## config.mk

```make
export PLATFORM = sky130hd
export DESIGN_NAME = fetch_unit
export DESIGN_NICKNAME = d
export VERILOG_FILES = /design/src/rtl/fetch_unit.sv
export SDC_FILE = /design/constraint.sdc
export NUM_CORES = 1
export LEC_CHECK = 0
export CORE_MARGIN = 2
export CORE_UTILIZATION = 47
export DETAILED_ROUTE_END_ITERATION = 8
export GPL_ROUTABILITY_DRIVEN = 1
export PLACE_DENSITY = 0.89
export SYNTH_ARGS = -nofsm -noshare
export SYNTH_HDL_FRONTEND = slang
export SYNTH_SLANG_ARGS = --single-unit
```

## constraint.sdc

```tcl
create_clock -name clk -period 5.24 [get_ports clk]
set_input_delay 0.524 -clock clk [delete_from_list [all_inputs] [get_ports clk]]
set_output_delay 0.524 -clock clk [all_outputs]
set_load 0.02 [all_outputs]
```

## src/rtl/fetch_unit.sv

```systemverilog
// RV32I instruction fetch stage: PC, single-outstanding imem handshake,
// instruction holding register and immediate-format select for decode.
module fetch_unit #(
  parameter int unsigned WIDTH    = 20,
  parameter logic [31:0] RESET_PC = 32'h0000_0000
) (
  input  logic                clk,
  input  logic                rst,
  output logic                imem_req,
  output logic [31:0]         imem_addr,
  input  logic                imem_gnt,
  input  logic                imem_rvalid,
  input  logic [WIDTH+11:0]   imem_rdata,
  input  logic                redirect_valid,
  input  logic [31:0]         redirect_pc,
  output logic                inst_valid,
  input  logic                inst_ready,
  output logic [WIDTH+11:0]   inst_data,
  output logic [31:0]         inst_pc,
  output logic [1:0]          imm_en
);

  localparam int unsigned IW = WIDTH + 12;

  typedef enum logic [2:0] {
    S_IDLE,
    S_REQ,
    S_WAIT,
    S_DROP,
    S_HOLD
  } state_t;

  state_t          state, state_d;
  logic [31:0]     pc, pc_d;
  logic            inst_valid_d;
  logic [IW-1:0]   inst_data_d;
  logic [31:0]     inst_pc_d;
  logic [1:0]      imm_en_d;

  // Immediate format from the 7-bit opcode
  function automatic logic [1:0] imm_decode(input logic [6:0] op);
    case (op)
      7'b0010011, 7'b0000011, 7'b1100111: return 2'b01;
      7'b1100011:                         return 2'b10;
      7'b0110111, 7'b0010111:             return 2'b11;
      default:                            return 2'b00;
    endcase
  endfunction

  assign imem_req  = (state == S_REQ);
  assign imem_addr = pc;

  always_ff @(posedge clk or posedge rst) begin
    if (rst) begin
      state      <= S_IDLE;
      pc         <= RESET_PC;
      inst_valid <= 1'b0;
      inst_data  <= '0;
      inst_pc    <= 32'h0;
      imm_en     <= 2'b00;
    end else begin
      state      <= state_d;
      pc         <= pc_d;
      inst_valid <= inst_valid_d;
      inst_data  <= inst_data_d;
      inst_pc    <= inst_pc_d;
      imm_en     <= imm_en_d;
    end
  end

  // Next state; a redirect overrides the PC in every state and squashes
  // whatever instruction or fetch is currently in progress.
  always_comb begin
    state_d      = state;
    pc_d         = pc;
    inst_valid_d = inst_valid;
    inst_data_d  = inst_data;
    inst_pc_d    = inst_pc;
    imm_en_d     = imm_en;

    case (state)
      S_IDLE: state_d = S_REQ;
      S_REQ: begin
        if (imem_gnt) state_d = redirect_valid ? S_DROP : S_WAIT;
      end
      S_WAIT: begin
        if (redirect_valid) begin
          state_d = imem_rvalid ? S_REQ : S_DROP;
        end else if (imem_rvalid) begin
          inst_data_d  = imem_rdata;
          inst_pc_d    = pc;
          imm_en_d     = imm_decode(imem_rdata[6:0]);
          inst_valid_d = 1'b1;
          pc_d         = pc + 32'd4;
          state_d      = S_HOLD;
        end
      end
      S_HOLD: begin
        if (redirect_valid || inst_ready) begin
          inst_valid_d = 1'b0;
          state_d      = S_REQ;
        end
      end
      S_DROP: begin
        if (imem_rvalid) state_d = S_REQ;
      end
      default: state_d = S_IDLE;
    endcase

    if (redirect_valid) pc_d = {redirect_pc[31:2], 2'b00};
  end

endmodule

```

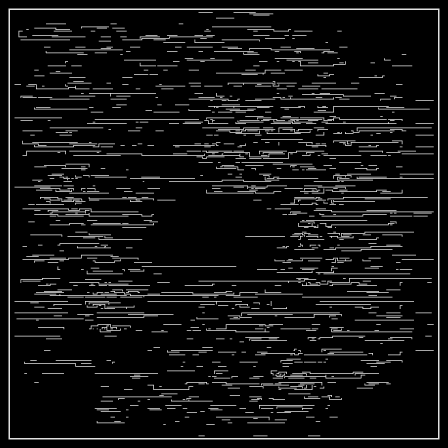
**Above:** run 1 (metal 1).
share of all routed wire: 41%
wire length on this layer: 4,200 um
nets with wire on the layer: 509

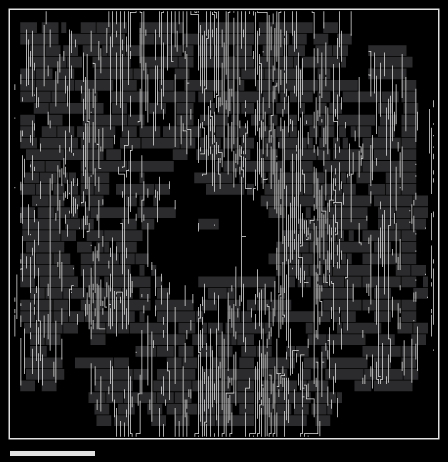
**Above:** run 1 (met2 routing).
The bar under the picture is 20 um long.
longest straight run: 40.5 um
main direction: vertical
share of all routed wire: 50%
nets with wire on the layer: 533
wire length on this layer: 5,130 um

==> ci_impl_report.md, run 1 <==
## PnR job results

| Metric | Value |
|---|---|
| Worst Hold Class | `reg2reg` |
| Peak supply drop | `0.265 mV` |
| Buffers & Inverters on Critical Path | `2` |
| Power density over the cells | `442 nW/um^2` |
| Finished Layout Cells | `639` |
| Clock root buffer | `clkbuf_8` |
| IO Port Bufs | `163` |
| Drt pass-1 iters | `5` |
| Number of enable flip-flop cells | `0` |
| Leading cell kind | `flip-flops and latches` |
| Nonclk inv count | `5` |
| DP Cell Count | `623` |
| GP Congestion | `0.784` |
| P_clk | `520 uW` |
| Boundary Pins | `170` |
| Largest net degree at the start of global routing | `66` |
| # Taps | `111` |
| Final Util | `68.6%` |
| DRT antenna net count | `0` |
| Grt peak-use layer | `met2` |
| Crit path time final | `2.60 ns` |
| Fmax | `385 MHz` |
| Seq area share | `39.1%` |
| Hold Startpoint | `inst_pc[28]$_DFFE_PP0P_` |
| Hold Path Sink | `inst_pc[28]$_DFFE_PP0P_` |
| Max reg flops | `32` |
| Synthesis area per yosys | `4390 sq um` |
| H-Tree Depth | `3` |
| CP Class | `in2reg` |
| Leakage power | `0.00270 uW` |
| Largest Register | `inst_data` |
| CTS Hold Bufs | `0` |
| Crit path launch | `imem_rvalid` |
| P&R area growth vs syn | `43.0%` |
| Met1 usage | `25.3%` |
| Final setup vio count | `0` |
| Post-layout period usage | `49.6%` |
| Met1 WL | `4.20 mm` |
| Chip height | `101 um` |
| WL met2 | `5.13 mm` |
| Worst R2R Path Depth | `4` |
| Mux share | `16.1%` |
| Vias in the first global route | `3,428` |
| Synth Flop Type | `dfrtp_1` |
| Worst Clk Skew | `0.0117 ns` |
| Outcome | `completed` |
| Fill count | `677` |
| Post-route cell area | `6280 sq um` |
| Slew margin rel. | `36.9%` |
| Tool warnings | `28` |
| Clk cell area share | `3.35%` |
| Worst setup EP type | `register` |
| Synth warn | `0` |
| Max-cap violation count | `0` |
| Non-clk buf share | `26.3%` |
| RSZ-0062 raised after global routing | `false` |
| Reg2reg start | `state[1]$_DFFE_PP0P_` |
| Mean Syn Cell Area | `12.0 sq um` |
| Top power group | `sequential cells` |
| Sequential share of power | `40.9%` |
| Die W | `101 um` |
| Setup TNS | `0 ns` |
| Post-layout nets | `594` |
| Post-synth seq share | `55.8%` |
| Synthesized area | `4390 sq um` |
| First-pass GRT wire length | `16.6 mm` |
| Crit path launch type | `input port` |
| Clock power frac | `18.7%` |
| Initial DRC count | `141` |
| Core ar. | `9150 sq um` |
| Clock slew at reported path FFs | `0.09 ns` |
| Hold Vio Cnt, Final | `0` |
| Synth Area in Simple Gates | `13.2%` |
| Most numerous cell in the Yosys netlist | `dfrtp_1` |
| Slowest CP cell | `or3_2` |
| Logic share of the area | `28.8%` |
| Largest type area fraction | `55.8%` |
| Share of cells above drive strength 1 | `16.3%` |
| # Cells Yosys | `366` |
| Top cells by area | `dfrtp_1, mux2_2, xor2_1` |
| Max layer used | `met4` |
| Data required time of the worst path | `5.48 ns` |
| NetSw | `916 uW` |
| DP HPWL | `7.65 mm` |
| Pins Over Slew Limit | `0` |
| DP Area | `6070 sq um` |
| Final worst slack | `2.64 ns` |
| Final hold slack | `0.496 ns` |
| CLK BUF | `11` |
| Crit-path max cell delay | `0.85 ns` |
| Int Power | `1860 uW` |
| Repair and plain buffers | `166` |
| Ant diodes | `0` |
| Routed vias | `3,380` |
| Seq power | `1130 uW` |
| Latency at later pin | `0.36 ns` |
| Cells after Synth | `366` |
| Flop area | `2450 sq um` |
| Async set-reset flop share out of synthesis | `100%` |
| Worst R2R Setup Slack | `2.81 ns` |
| Average wire per standard cell | `16.0 um` |
| Routed WL | `10.2 mm` |
| Area leader, netlist | `dfrtp_1` |
| Mi-comb count | `243` |
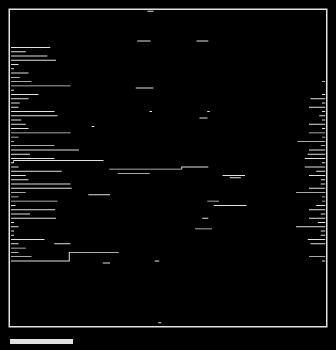
**Above:** run 1 (the metal 3 layer).
The bar under the picture is 20 um long.
longest straight run: 28.5 um
main direction: horizontal
nets with wire on the layer: 99
wire length on this layer: 659 um
share of all routed wire: 6.5%

==> run 1 -> run 2 <==
- CORE_UTILIZATION: 47 -> 40
- PLACE_DENSITY: 0.89 -> 0.81
- clock period: 5.24 -> 2.3 ns (I/O delays scaled with it)
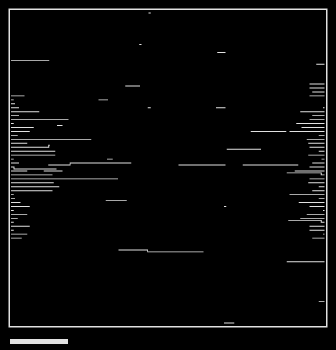
**Above:** run 2 (the metal 3 layer).
The bar under the picture is 20 um long.
share of all routed wire: 6.3%
wire length on this layer: 673 um
nets with wire on the layer: 87

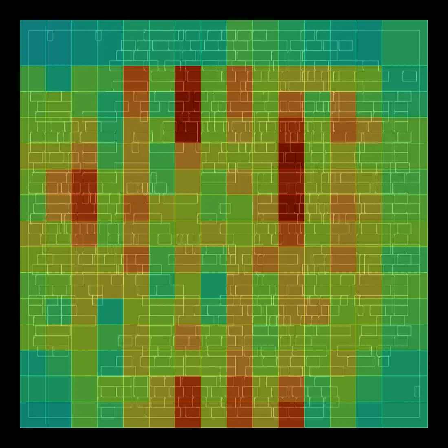
**Above:** run 2 (congestion heat map).
average wire per standard cell: 15.9 um
met3 usage: 5.26%
met2 GRT Util: 31.7%

==> run 2 against run 1 <==
- synthesized area unchanged
- sequential power is 130% higher
- cell count grew 5.8%
- clock-buffer cell count unchanged
- highest routed layer unchanged
- combinational power up 130%
- die size increased by 17%
- utilization decreased by 9.2 points
==> ci_impl_report.md, run 2 <==
## PnR job results

| Metric | Value |
|---|---|
| Met1 usage | `22.6% (-2.7 points)` |
| Outcome | `completed` |
| Largest type area fraction | `55.8% (unchanged)` |
| Top power group | `combinational logic` |
| Ant diodes | `0 (unchanged)` |
| Most numerous cell in the Yosys netlist | `dfrtp_1` |
| Worst R2R Path Depth | `6 (+2)` |
| Met1 WL | `4.48 mm (+6.5%)` |
| Crit path time final | `2.03 ns` |
| Synth Area in Simple Gates | `13.2% (unchanged)` |
| Clock root buffer | `clkbuf_8` |
| Power density over the cells | `984 nW/um^2 (+120%)` |
| CTS Hold Bufs | `0 (unchanged)` |
| Max-cap violation count | `0 (unchanged)` |
| Fill count | `909 (+34%)` |
| Initial DRC count | `132 (-6.4%)` |
| H-Tree Depth | `3 (unchanged)` |
| RSZ-0062 raised after global routing | `false` |
| Worst R2R Setup Slack | `0.27 ns (-2.54 ns)` |
| Final worst slack | `0.270 ns (-2.37 ns)` |
| Grt peak-use layer | `met2` |
| Latency at later pin | `0.37 ns (about the same)` |
| Routed vias | `3,410 (+0.89%)` |
| Post-route cell area | `6410 sq um (+2.1%)` |
| Sequential share of power | `40.8% (about the same)` |
| Crit path launch | `imem_addr[3]$_DFFE_PP0P_` |
| Synthesized area | `4390 sq um (unchanged)` |
| Nonclk inv count | `5 (unchanged)` |
| Cells after Synth | `366 (unchanged)` |
| Setup TNS | `0 ns (unchanged)` |
| CLK BUF | `11 (unchanged)` |
| DRT antenna net count | `0 (unchanged)` |
| Slowest CP cell | `nor4_4` |
| Seq area share | `38.3% (-0.79 points)` |
| Hold Vio Cnt, Final | `0 (unchanged)` |
| Logic share of the area | `28.2% (-0.58 points)` |
| Post-layout period usage | `88.3%` |
| # Taps | `140 (+26%)` |
| Final setup vio count | `0 (unchanged)` |
| Chip height | `109 um (+8.1%)` |
| Mi-comb count | `243 (unchanged)` |
| Synth Flop Type | `dfrtp_1` |
| Area leader, netlist | `dfrtp_1` |
| Clk cell area share | `3.18% (-0.16 points)` |
| Final Util | `59.4% (-9.2 points)` |
| # Cells Yosys | `366 (unchanged)` |
| Synthesis area per yosys | `4390 sq um (unchanged)` |
| Drt pass-1 iters | `4 (-1)` |
| Pins Over Slew Limit | `0 (unchanged)` |
| Clock power frac | `18.3% (-0.4 points)` |
| Data required time of the worst path | `2.59 ns (-2.89 ns)` |
| Post-synth seq share | `55.8% (unchanged)` |
| Leakage power | `0.00275 uW (+1.7%)` |
| Die W | `109 um (+8.1%)` |
| Int Power | `4200 uW (+130%)` |
| Seq power | `2570 uW (+130%)` |
| Number of enable flip-flop cells | `0 (unchanged)` |
| Slew margin rel. | `61.4% (+24 points)` |
| Leading cell kind | `flip-flops and latches` |
| Max layer used | `met4` |
| P_clk | `1160 uW (+120%)` |
| Worst setup EP type | `register` |
| IO Port Bufs | `163 (unchanged)` |
Power is estimated from default activity; no workload was simulated.
